m1.png
Scale bar: 50 µm. Supply wires on this layer in gray.
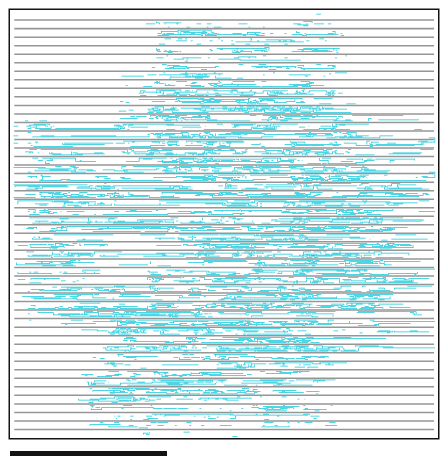
m4.png
Supply wires on this layer in gray.
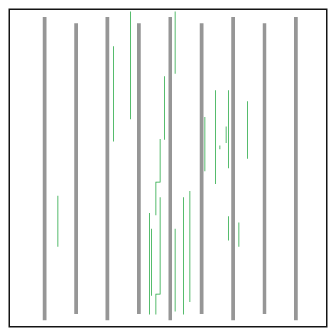
congestion_map.png
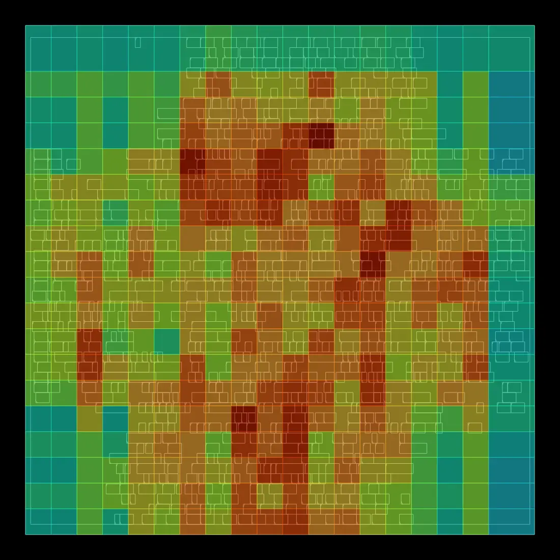
m3.png
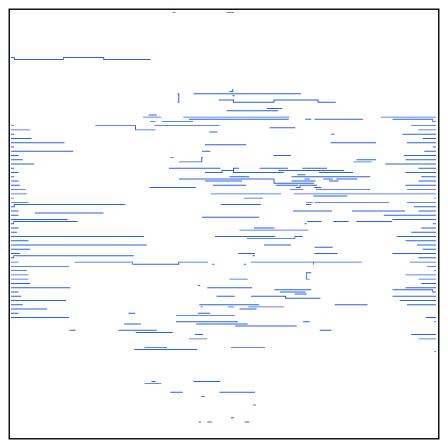
<file path="src/rtl/pc_sequencer_if.sv">
// Fetch-control bundle between the PC sequencer and its environment
// (hazard unit, EX-stage branch resolution, instruction memory).
interface pc_sequencer_if #(
    parameter int PC_W  = 64,
    parameter int CNT_W = 16
);
    logic              stall;
    logic              imem_ready;
    logic              br_taken;
    logic [PC_W-1:0]   br_target;
    logic              trap_req;
    logic [PC_W-1:0]   trap_vector;
    logic [PC_W-1:0]   pc;
    logic              pc_valid;
    logic              flush;
    logic [CNT_W-1:0]  redirect_cnt;

    modport master (
        output stall, imem_ready, br_taken, br_target, trap_req, trap_vector,
        input  pc, pc_valid, flush, redirect_cnt
    );

    modport slave (
        input  stall, imem_ready, br_taken, br_target, trap_req, trap_vector,
        output pc, pc_valid, flush, redirect_cnt
    );
endinterface

</file>
<file path="src/rtl/pc_sequencer.sv">
// Fetch-stage program counter: picks reset / trap / branch / hold / increment
// each cycle, raises a one-cycle flush on redirects and counts them.
module pc_sequencer #(
    parameter int              PC_W         = 64,
    parameter logic [PC_W-1:0] RESET_VECTOR = '0,
    parameter int              PC_INC       = 4,
    parameter int              CNT_W        = 16
) (
    input  logic           clk,
    input  logic           reset,
    pc_sequencer_if.slave  bus
);
    localparam logic [PC_W-1:0] INC = PC_W'(PC_INC);

    typedef enum logic [1:0] {BOOT, RUN, REDIRECT} state_t;

    state_t            state;
    logic [PC_W-1:0]   pc_q;
    logic              valid_q;
    logic              flush_q;
    logic [CNT_W-1:0]  cnt_q;
    logic [PC_W-1:0]   target;

    // Trap has priority over branch; targets are word-aligned before loading.
    always_comb begin
        target = bus.trap_req ? bus.trap_vector : bus.br_target;
        target[1:0] = 2'b00;
    end

    always_ff @(posedge clk) begin
        if (!reset) begin
            state   <= BOOT;
            pc_q    <= RESET_VECTOR;
            valid_q <= 1'b0;
            flush_q <= 1'b0;
            cnt_q   <= '0;
        end else begin
            case (state)
                BOOT, REDIRECT: begin
                    state   <= RUN;
                    valid_q <= 1'b1;
                    flush_q <= 1'b0;
                end
                RUN: begin
                    if (bus.trap_req || bus.br_taken) begin
                        state   <= REDIRECT;
                        pc_q    <= target;
                        valid_q <= 1'b0;
                        flush_q <= 1'b1;
                        if (cnt_q != '1)
                            cnt_q <= cnt_q + 1'b1;
                    end else if (!bus.stall && bus.imem_ready) begin
                        pc_q <= pc_q + INC;
                    end
                end
                default: begin
                    state   <= BOOT;
                    valid_q <= 1'b0;
                    flush_q <= 1'b0;
                end
            endcase
        end
    end

    assign bus.pc           = pc_q;
    assign bus.pc_valid     = valid_q;
    assign bus.flush        = flush_q;
    assign bus.redirect_cnt = cnt_q;
endmodule

</file>
<file path="src/flat_wrapper.sv">
// flat-port wrapper written by rule: the top's interface ports become plain ports
module pc_sequencer_flat 
#(
    parameter int              PC_W         = 64,
    parameter logic [PC_W-1:0] RESET_VECTOR = '0,
    parameter int              PC_INC       = 4,
    parameter int              CNT_W        = 16
)
  (clk, reset, bus_stall, bus_imem_ready, bus_br_taken, bus_br_target, bus_trap_req, bus_trap_vector, bus_pc, bus_pc_valid, bus_flush, bus_redirect_cnt);
  pc_sequencer_if #(.PC_W(PC_W), .CNT_W(CNT_W)) bus_i ();
  input  logic clk;
  input  logic reset;
  input wire logic [$bits(bus_i.stall)-1:0] bus_stall;
  input wire logic [$bits(bus_i.imem_ready)-1:0] bus_imem_ready;
  input wire logic [$bits(bus_i.br_taken)-1:0] bus_br_taken;
  input wire logic [$bits(bus_i.br_target)-1:0] bus_br_target;
  input wire logic [$bits(bus_i.trap_req)-1:0] bus_trap_req;
  input wire logic [$bits(bus_i.trap_vector)-1:0] bus_trap_vector;
  output wire logic [$bits(bus_i.pc)-1:0] bus_pc;
  output wire logic [$bits(bus_i.pc_valid)-1:0] bus_pc_valid;
  output wire logic [$bits(bus_i.flush)-1:0] bus_flush;
  output wire logic [$bits(bus_i.redirect_cnt)-1:0] bus_redirect_cnt;
  assign bus_i.stall = bus_stall;
  assign bus_i.imem_ready = bus_imem_ready;
  assign bus_i.br_taken = bus_br_taken;
  assign bus_i.br_target = bus_br_target;
  assign bus_i.trap_req = bus_trap_req;
  assign bus_i.trap_vector = bus_trap_vector;
  assign bus_pc = bus_i.pc;
  assign bus_pc_valid = bus_i.pc_valid;
  assign bus_flush = bus_i.flush;
  assign bus_redirect_cnt = bus_i.redirect_cnt;
  pc_sequencer #(.PC_W(PC_W), .RESET_VECTOR(RESET_VECTOR), .PC_INC(PC_INC), .CNT_W(CNT_W)) u_core (.clk(clk), .reset(reset), .bus(bus_i));
endmodule
</file>
<file path="config.mk">
export PLATFORM = sky130hd
export DESIGN_NAME = pc_sequencer_flat
export DESIGN_NICKNAME = d
export VERILOG_FILES = /design/src/rtl/pc_sequencer_if.sv /design/src/rtl/pc_sequencer.sv /design/src/flat_wrapper.sv
export SDC_FILE = /design/constraint.sdc
export NUM_CORES = 1
export LEC_CHECK = 0
export CAP_MARGIN = 10
export CELL_PAD_IN_SITES_DETAIL_PLACEMENT = 0
export CELL_PAD_IN_SITES_GLOBAL_PLACEMENT = 1
export CORE_UTILIZATION = 31
export CTS_CLUSTER_DIAMETER = 80
export DETAILED_ROUTE_END_ITERATION = 10
export HOLD_SLACK_MARGIN = 0.05
export PLACE_DENSITY = 0.9
export SETUP_SLACK_MARGIN = 0.05
export SYNTH_ARGS = -nofsm -noshare
export SYNTH_HDL_FRONTEND = slang
export SYNTH_SLANG_ARGS = --single-unit
</file>
<file path="constraint.sdc">
create_clock -name clk -period 3.3 [get_ports clk]
set_input_delay 0.66 -clock clk [delete_from_list [all_inputs] [get_ports clk]]
set_output_delay 0.66 -clock clk [all_outputs]
set_load 0.01 [all_outputs]
</file>
==> results_slide.txt <==
Implementation Results

Placement
  • Global placement routability congestion: 0.918

Timing
  • Post-layout worst setup margin: 0.448 ns
  • # setup viols final: 0
  • Unrepaired setup endpoints after global routing: false

Clocking
  • Cell resize tally after clock tree synthesis: 0
  • Insertion Delay late pin: 0.35 ns

Synthesis
  • Synthesized instance count: 750
  • Simple-Gate Fraction of Synth Area: 0.296

Routing
  • Routed vias: 6872
  • Routed length on met3: 2.11 mm
  • Total iterations of the first detailed-routing run: 8

Final layout
  • Commonest cells after routing, fill and taps aside: sky130_fd_sc_hd__clkdlybuf4s50_1 (207), sky130_fd_sc_hd__dfxtp_1 (81), sky130_fd_sc_hd__nor2_1 (68)
  • Clock network contribution to total cell area: 0.0337
  • Post-route non-filler standard cell count: 1169
  • Area occupied by multi-input gates: 3700 µm²
  • Storage cell area: 1620 µm²
  • Largest contributor to cell area by class: multi-input combinational cells

Outcome
  • Result of the run: finished, final reports clean

Min path
  • Hold path startpoint: u_core.bus.flush$_SDFFE_PN0N_

Pwr
  • Sequential cell power: 1.15 mW
  • Post-route total power: 2.84 mW

Critical path
  • Critical path fanouts, max: 9
  • Buffers plus inverters on the worst setup path: 1

Die
  • Chip height: 137 µm
About m1.png:
The longest straight run is 41.9 µm. 923 nets have wire on it.

About m4.png:
The wires run mostly vertical. The layer carries 604 µm of wire. The layer holds 2.6% of the routed length. The longest straight run is 50.3 µm.

About congestion_map.png:
Most Crowded Layer GR: met2
final standard cell utilization of the core: 0.471
total global routing track utilization: 0.247
met1 global-route usage: 0.327
global-route met3 utilization: 0.0622

About m3.png:
The layer holds 9.1% of the routed length. The wires run mostly horizontal. The longest straight run is 45.1 µm.

No activity file was given, so power comes from the tool's default toggle rates.
